<file path="src/rtl/mult_div_unit.sv">
`default_nettype none
// ============================================================================
//  Module      : mult_div_unit
//  Description : Iterative signed multiply/divide unit beside the EX-stage
//                ALU. Owns the HI/LO registers (MFHI/MFLO read, MTHI/MTLO
//                write). MULT is shift-add and DIV is restoring division,
//                one bit per clock, followed by a single sign-fix cycle.
//                Optional build macro MDU_UNSIGNED_EN adds MULTU (24) and
//                DIVU (25).
//  Revision    : 1.0 - initial release
// ============================================================================
module mult_div_unit #(
    parameter int WIDTH = 32,
    parameter int CNT_W = 6
) (
    input  logic             clk,
    input  logic             reset,
    input  logic [4:0]       alu_control,
    input  logic             start,
    input  logic [WIDTH-1:0] a,
    input  logic [WIDTH-1:0] b,
    input  logic             hi_we,
    input  logic             lo_we,
    input  logic [WIDTH-1:0] wdata,
    output logic [WIDTH-1:0] hi,
    output logic [WIDTH-1:0] lo,
    output logic             busy,
    output logic             done,
    output logic             div_by_zero
);

    localparam logic [4:0]       c_op_mult  = 5'd10;
    localparam logic [4:0]       c_op_div   = 5'd11;
`ifdef MDU_UNSIGNED_EN
    localparam logic [4:0]       c_op_multu = 5'd24;
    localparam logic [4:0]       c_op_divu  = 5'd25;
`endif
    localparam logic [CNT_W-1:0] c_cnt_last = CNT_W'(WIDTH - 1);
    localparam logic [CNT_W-1:0] c_cnt_one  = CNT_W'(1);

    localparam logic [1:0] c_st_idle = 2'd0;
    localparam logic [1:0] c_st_mul  = 2'd1;
    localparam logic [1:0] c_st_div  = 2'd2;
    localparam logic [1:0] c_st_fix  = 2'd3;

    logic [1:0]       r_state;
    logic [CNT_W-1:0] r_cnt;
    // r_upper: running high product half / partial remainder
    // r_lower: multiplier being shifted out / dividend shifting into quotient
    logic [WIDTH-1:0] r_upper;
    logic [WIDTH-1:0] r_lower;
    logic [WIDTH-1:0] r_opnd;
    logic             r_is_div;
    logic             r_zero;
    logic             r_neg_q;
    logic             r_neg_r;
    logic [WIDTH-1:0] r_hi;
    logic [WIDTH-1:0] r_lo;
    logic             r_busy;
    logic             r_done;
    logic             r_div_by_zero;

    logic             w_is_mul;
    logic             w_is_div;
    logic             w_accept;
    logic             w_a_neg;
    logic             w_b_neg;
    logic [WIDTH-1:0] w_a_mag;
    logic [WIDTH-1:0] w_b_mag;
    logic [WIDTH:0]   w_mul_sum;
    logic [WIDTH:0]   w_div_shift;
    logic [WIDTH:0]   w_div_trial;
    logic [2*WIDTH-1:0] w_prod_mag;
    logic [2*WIDTH-1:0] w_prod;
    logic [WIDTH-1:0] w_quo;
    logic [WIDTH-1:0] w_rem;

    // Decode the request and derive operand signs for the accepting edge
`ifdef MDU_UNSIGNED_EN
    logic w_is_uns;
    always_comb begin
        w_is_uns = (alu_control == c_op_multu) || (alu_control == c_op_divu);
        w_is_mul = (alu_control == c_op_mult)  || (alu_control == c_op_multu);
        w_is_div = (alu_control == c_op_div)   || (alu_control == c_op_divu);
        w_a_neg  = a[WIDTH-1] & ~w_is_uns;
        w_b_neg  = b[WIDTH-1] & ~w_is_uns;
    end
`else
    always_comb begin
        w_is_mul = (alu_control == c_op_mult);
        w_is_div = (alu_control == c_op_div);
        w_a_neg  = a[WIDTH-1];
        w_b_neg  = b[WIDTH-1];
    end
`endif

    // Operand magnitudes, per-step arithmetic and final sign correction
    always_comb begin
        w_accept    = (r_state == c_st_idle) && start && (w_is_mul || w_is_div);
        w_a_mag     = w_a_neg ? (~a + 1'b1) : a;
        w_b_mag     = w_b_neg ? (~b + 1'b1) : b;
        w_mul_sum   = {1'b0, r_upper} + (r_lower[0] ? {1'b0, r_opnd} : {(WIDTH+1){1'b0}});
        w_div_shift = {r_upper, r_lower[WIDTH-1]};
        w_div_trial = w_div_shift - {1'b0, r_opnd};
        w_prod_mag  = {r_upper, r_lower};
        w_prod      = r_neg_q ? (~w_prod_mag + 1'b1) : w_prod_mag;
        w_quo       = r_neg_q ? (~r_lower + 1'b1) : r_lower;
        w_rem       = r_neg_r ? (~r_upper + 1'b1) : r_upper;
    end

    // Controller and datapath: accept, iterate one bit per edge, fix signs
    always_ff @(posedge clk) begin
        if (reset) begin
            r_state       <= c_st_idle;
            r_cnt         <= '0;
            r_upper       <= '0;
            r_lower       <= '0;
            r_opnd        <= '0;
            r_is_div      <= 1'b0;
            r_zero        <= 1'b0;
            r_neg_q       <= 1'b0;
            r_neg_r       <= 1'b0;
            r_hi          <= '0;
            r_lo          <= '0;
            r_busy        <= 1'b0;
            r_done        <= 1'b0;
            r_div_by_zero <= 1'b0;
        end else begin
            r_done <= 1'b0;
            case (r_state)
                c_st_idle: begin
                    if (w_accept) begin
                        r_busy        <= 1'b1;
                        r_cnt         <= '0;
                        r_div_by_zero <= 1'b0;
                        r_is_div      <= w_is_div;
                        r_neg_q       <= w_a_neg ^ w_b_neg;
                        r_neg_r       <= w_a_neg;
                        r_upper       <= '0;
                        if (w_is_mul) begin
                            r_lower <= w_b_mag;
                            r_opnd  <= w_a_mag;
                            r_zero  <= 1'b0;
                            r_state <= c_st_mul;
                        end else if (b == '0) begin
                            // Keep the raw dividend; it becomes HI in FIX
                            r_lower <= a;
                            r_opnd  <= '0;
                            r_zero  <= 1'b1;
                            r_state <= c_st_fix;
                        end else begin
                            r_lower <= w_a_mag;
                            r_opnd  <= w_b_mag;
                            r_zero  <= 1'b0;
                            r_state <= c_st_div;
                        end
                    end else begin
                        if (hi_we) r_hi <= wdata;
                        if (lo_we) r_lo <= wdata;
                    end
                end
                c_st_mul: begin
                    r_upper <= w_mul_sum[WIDTH:1];
                    r_lower <= {w_mul_sum[0], r_lower[WIDTH-1:1]};
                    r_cnt   <= r_cnt + c_cnt_one;
                    if (r_cnt == c_cnt_last) r_state <= c_st_fix;
                end
                c_st_div: begin
                    // Remainder stays below the divisor, so it fits WIDTH bits
                    if (!w_div_trial[WIDTH]) begin
                        r_upper <= w_div_trial[WIDTH-1:0];
                        r_lower <= {r_lower[WIDTH-2:0], 1'b1};
                    end else begin
                        r_upper <= w_div_shift[WIDTH-1:0];
                        r_lower <= {r_lower[WIDTH-2:0], 1'b0};
                    end
                    r_cnt <= r_cnt + c_cnt_one;
                    if (r_cnt == c_cnt_last) r_state <= c_st_fix;
                end
                c_st_fix: begin
                    if (r_zero) begin
                        r_hi          <= r_lower;
                        r_lo          <= '1;
                        r_div_by_zero <= 1'b1;
                    end else if (r_is_div) begin
                        // Most-negative / -1 wraps naturally to 0x80..0, rem 0
                        r_hi <= w_rem;
                        r_lo <= w_quo;
                    end else begin
                        r_hi <= w_prod[2*WIDTH-1:WIDTH];
                        r_lo <= w_prod[WIDTH-1:0];
                    end
                    r_state <= c_st_idle;
                    r_busy  <= 1'b0;
                    r_done  <= 1'b1;
                end
                default: begin
                    r_state <= c_st_idle;
                    r_busy  <= 1'b0;
                end
            endcase
        end
    end

    assign hi          = r_hi;
    assign lo          = r_lo;
    assign busy        = r_busy;
    assign done        = r_done;
    assign div_by_zero = r_div_by_zero;

endmodule
`default_nettype wire

</file>
<file path="config.mk">
export PLATFORM = sky130hd
export DESIGN_NAME = mult_div_unit
export DESIGN_NICKNAME = d
export VERILOG_FILES = /design/src/rtl/mult_div_unit.sv
export SDC_FILE = /design/constraint.sdc
export NUM_CORES = 1
export LEC_CHECK = 0
export CORE_MARGIN = 2
export CORE_UTILIZATION = 53
export DETAILED_ROUTE_END_ITERATION = 12
export PLACE_DENSITY = 0.81
export SETUP_SLACK_MARGIN = 0.5
export SLEW_MARGIN = 20
export SYNTH_ARGS = -nofsm -noshare
export SYNTH_HDL_FRONTEND = slang
export SYNTH_SLANG_ARGS = --single-unit
</file>
<file path="constraint.sdc">
create_clock -name clk -period 3.5 [get_ports clk]
set_input_delay 0.7 -clock clk [delete_from_list [all_inputs] [get_ports clk]]
set_output_delay 0.7 -clock clk [all_outputs]
set_load 0.005 [all_outputs]
</file>
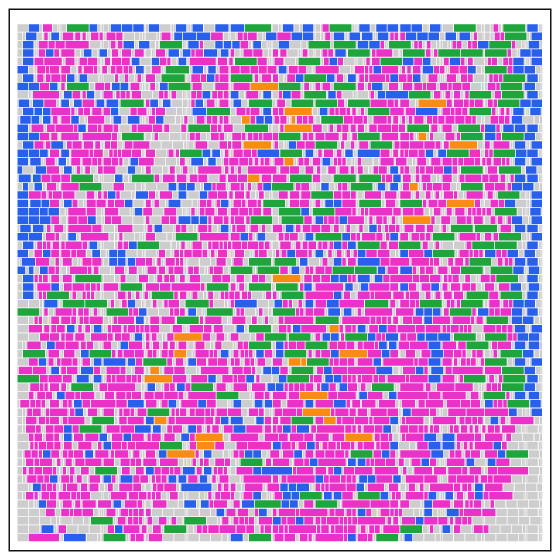
(images/cell_classes.png)
Fill, decap, tap and diode cells in gray.
- clock drivers and dummy loads: orange (cells 31; share of their area 2.5%)
- all other logic: magenta (cells 1776; share of their area 60%)
- flip-flops: green (cells 175; share of their area 16%)
- other buffers and delay cells: blue (cells 518; share of their area 21%)

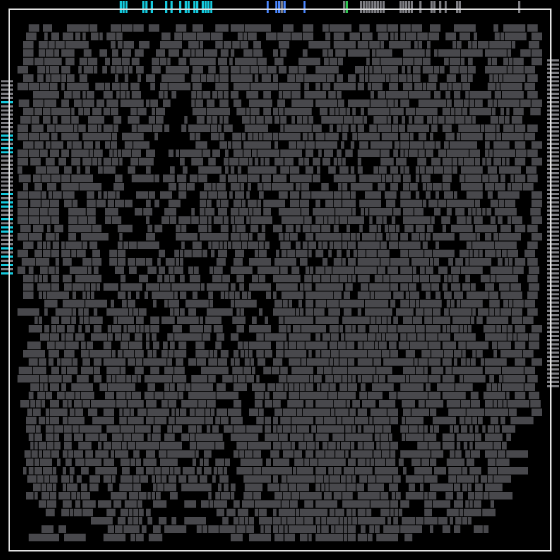
(images/pins.png)
Pins as bars across the die edge, other pins in gray.
- alu_control: blue (pins 5; direction input; edge top)
- a: cyan (pins 32; direction input; edge 17 top, 15 left)
- busy: green (pins 1; direction output; edge top)
Die H: 176 um
number of I/O port buffers: 172
die width: 176 um

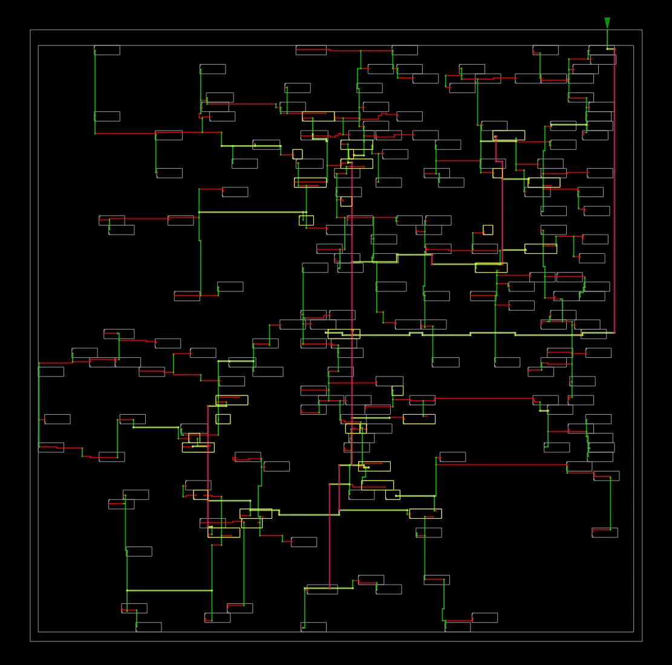
(images/final_clocks.png)
clk pwr: 1950 uW
CTS Buf Count: 17
Worst Skew: 18.0 ps
Clock buffer cells: 18

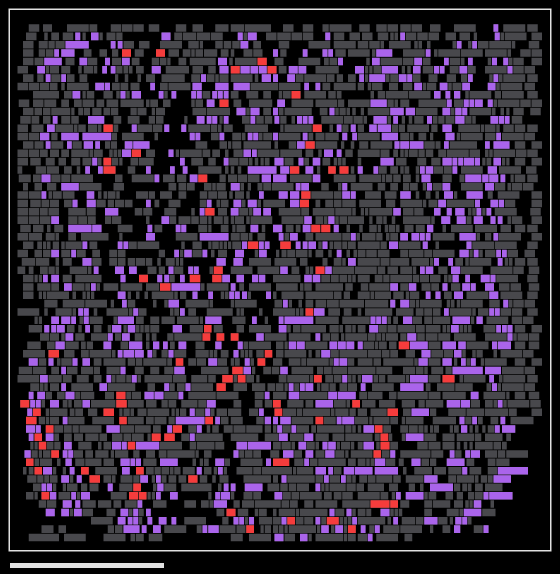
(images/gate_families.png)
The bar under the picture is 50 um long.
- inverting AOI/OAI gates: purple (cells 640; where spread over the die)
- AND-OR and OR-AND gates: red (cells 89)

==> job_summary.md <==
## Synthesis and layout report

| Metric | Value |
|---|---|
| Shortest period the worst path allows | 3320 ps |
| Ys async rst share | 0% |
| Via count | between 15000 and 20000 |
| Clk pin slew, worst setup/hold paths | 80 ps |
| Filler cells | between 2000 and 2500 |
| RSZ-0062 raised after global routing | true |
| Ao+oa area frac | between 30% and 40% |
| Core area | approximately 29000 um2 |
| Area Growth Syn to Fin | 42.8% |
| Setup Crit Path Kind | reg2reg |
| Final worst slack | about 180 ps |
| Post-synth area from yosys stat | 15700 um2 |
| Synth warnings | 0 |
| Synth Instances | about 2100 |
| Outcome | completed |
| Distinct lib cells | between 80 and 90 |
| Row cnt | around 62 |
| First-pass GRT wire length | ~100 mm |
| Dominant cell by count in the synthesized netlist | a21oi_1 |
| XORs/XNORs by Area | between 10% and 20% |
| Total track usage | 42.3% |
| Post-synthesis cell type with the largest combined area | dfxtp_1 |
| GPL Wtd Cong | roughly 1.0 |
| Hold_buf cts | 0 |
| Synth Area in Adders | under 10% |
| Vias per cell | 6.69 |
| Root Buffer | clkbuf_16 |
| Top cells, area | dfxtp_1 (22%), a21oi_1 (6.7%), ha_1 (5.8%), xnor2_1 (5.8%), xor2_1 (5.1%) |
| Post-DP HPWL | 50.3 mm |
| Startpoint types | register |
| FMAX | ~0.30 GHz |
| CP arrival | ~3600 ps |
| Largest fanout on the critical path | 5 |
| Dpl ws | -432 ps |
| Routed Antenna Nets | 0 |
| Primary FF master, synth | dfxtp_1 |
| Post-synth EDFFs | 0 |
| Synth Seq Share | between 20 and 25% |
| Max Slew Vio Count | 0 |
| TritonCTS clock tree | yes |
| Tool warnings | 32 |
| Synth Net Count | 2307 |
| Critical Path RT | 3800 ps |
| Number of global-route vias before repair | 17800 |
| Post-Syn Area per Cell | around 7.4 um2 |
| Synth Cell Area | around 16000 um2 |
| Boundary Pins | 173 |
| Share of cells above drive strength 1 | between 20% and 30% |
| Final Hold Viols | 0 |
| Worst VDD drop | approximately 0.43 mV |
-- placed cells by master, fill, tap and decap left out, types with 13 or more instances in the layout --
cell / instances
clkbuf_16: 17
a21oi_1: 182
o211ai_1: 15
a22o_1: 20
a22oi_1: 30
inv_2: 13
a21o_1: 28
o221ai_1: 35
a211oi_1: 39
o31ai_1: 19
ha_1: 45
a211oi_2: 13
clkdlybuf4s50_1: 156
or3_1: 17
xnor2_2: 14
inv_1: 50
xnor2_1: 86
ha_4: 19
nor3_1: 53
o21ai_0: 104
nand2_1: 191
nand3_1: 33
nand4_1: 17
mux2i_1: 22
a21oi_2: 22
a221oi_1: 15
dfxtp_1: 160
mux2_4: 16
a222oi_1: 15
o21ai_1: 31
buf_4: 297
buf_6: 39
nand2b_1: 21
xor2_1: 88
nor2_1: 189
-- where the power goes --
| part | switching (uW) | internal, uW | leakage (uW) |
|---|---|---|---|
| registers | 193 | 2200 | 0.00143 |
| logic | 2810 | 2390 | 0.00726 |
| clock network | 1010 | 941 | 0.000265 |
-- sequential cells by signal, summed over array words and instances (netlist names) --
register,flops
r_opnd,32
r_is_div,1
r_cnt,6
div_by_zero,1
r_neg_q,1
lo,32
r_state,2
r_neg_r,1
busy,1
done,1
r_lower,32
hi,32
r_zero,1
r_upper,32
-- final timing paths --
kind,start,endpoint,slack [ps],cells past startpoint
setup / recovery,r_opnd[5]$_SDFFE_PP0P_,r_upper[23]$_SDFFE_PP0P_,180,15
hold / removal,lo[11]$_SDFFE_PP0P_,lo[11]$_SDFFE_PP0P_,460,2
setup reg to reg,r_opnd[5]$_SDFFE_PP0P_,r_upper[23]$_SDFFE_PP0P_,180,15
hold reg to reg,lo[11]$_SDFFE_PP0P_,lo[11]$_SDFFE_PP0P_,460,2
-- kinds of logic (layout without fill, tap and decap cells) --
group / count (synthesis) / count (layout)
xor+xnor: 196 / 196
fa+ha+maj: 75 / 75
simple gates: 667 / 667
buf+inv: 240 / 614
mux: 44 / 44
compound gates: 729 / 729
flops: 175 / 175
-- area by class of cell --
cell class              count  area, um2  area share, %
clock buffers              18        429           1.92
multi-input cells        1711      12900           57.7
well taps                 384        480           2.15
repair buffers            518       4630           20.7
inverters                  65        262           1.17
flip-flops and latches    175       3530           15.8
clock inverters            13        126          0.565
-- critical path: stages (launching register included) --
cell and delay [ps]:
dfxtp_1 310, inv_1 190, ha_2 370, a21oi_2 220, nor2b_2 240, a21oi_4 110
o21ai_4 210, nand2_2 70, o21ai_2 140, buf_6 130, xnor2_4 160, buf_6 160
buf_16 140, mux2_4 300, a222oi_1 300, nor3_1 100
-- routing by layer --
metal  vias to the layer above  global-route usage, %  share of wire, %
li1                       8523                      -                 -
met1                      8951                   54.4                37
met2                      1498                   66.6                44
met3                       326                   8.01                12
met4                         0                   23.8               6.7
met5                         -                      0                 0
-- through the flow --
stage | TNS (ps) | std cells | utilization, % | area [um2]
after CTS | 0 | 2851 | 74.1 | 21400
after global placement | -9430 | 2775 | 67.0 | 19300
after floorplan | 0 | 2126 | - | 15700
final | 0 | 2884 | 77.5 | 22400
after detailed placement | -12560 | 2775 | 67.0 | 19300
after global routing | 0 | 2884 | 77.5 | 22400
No activity file was given, so power comes from the tool's default toggle rates.
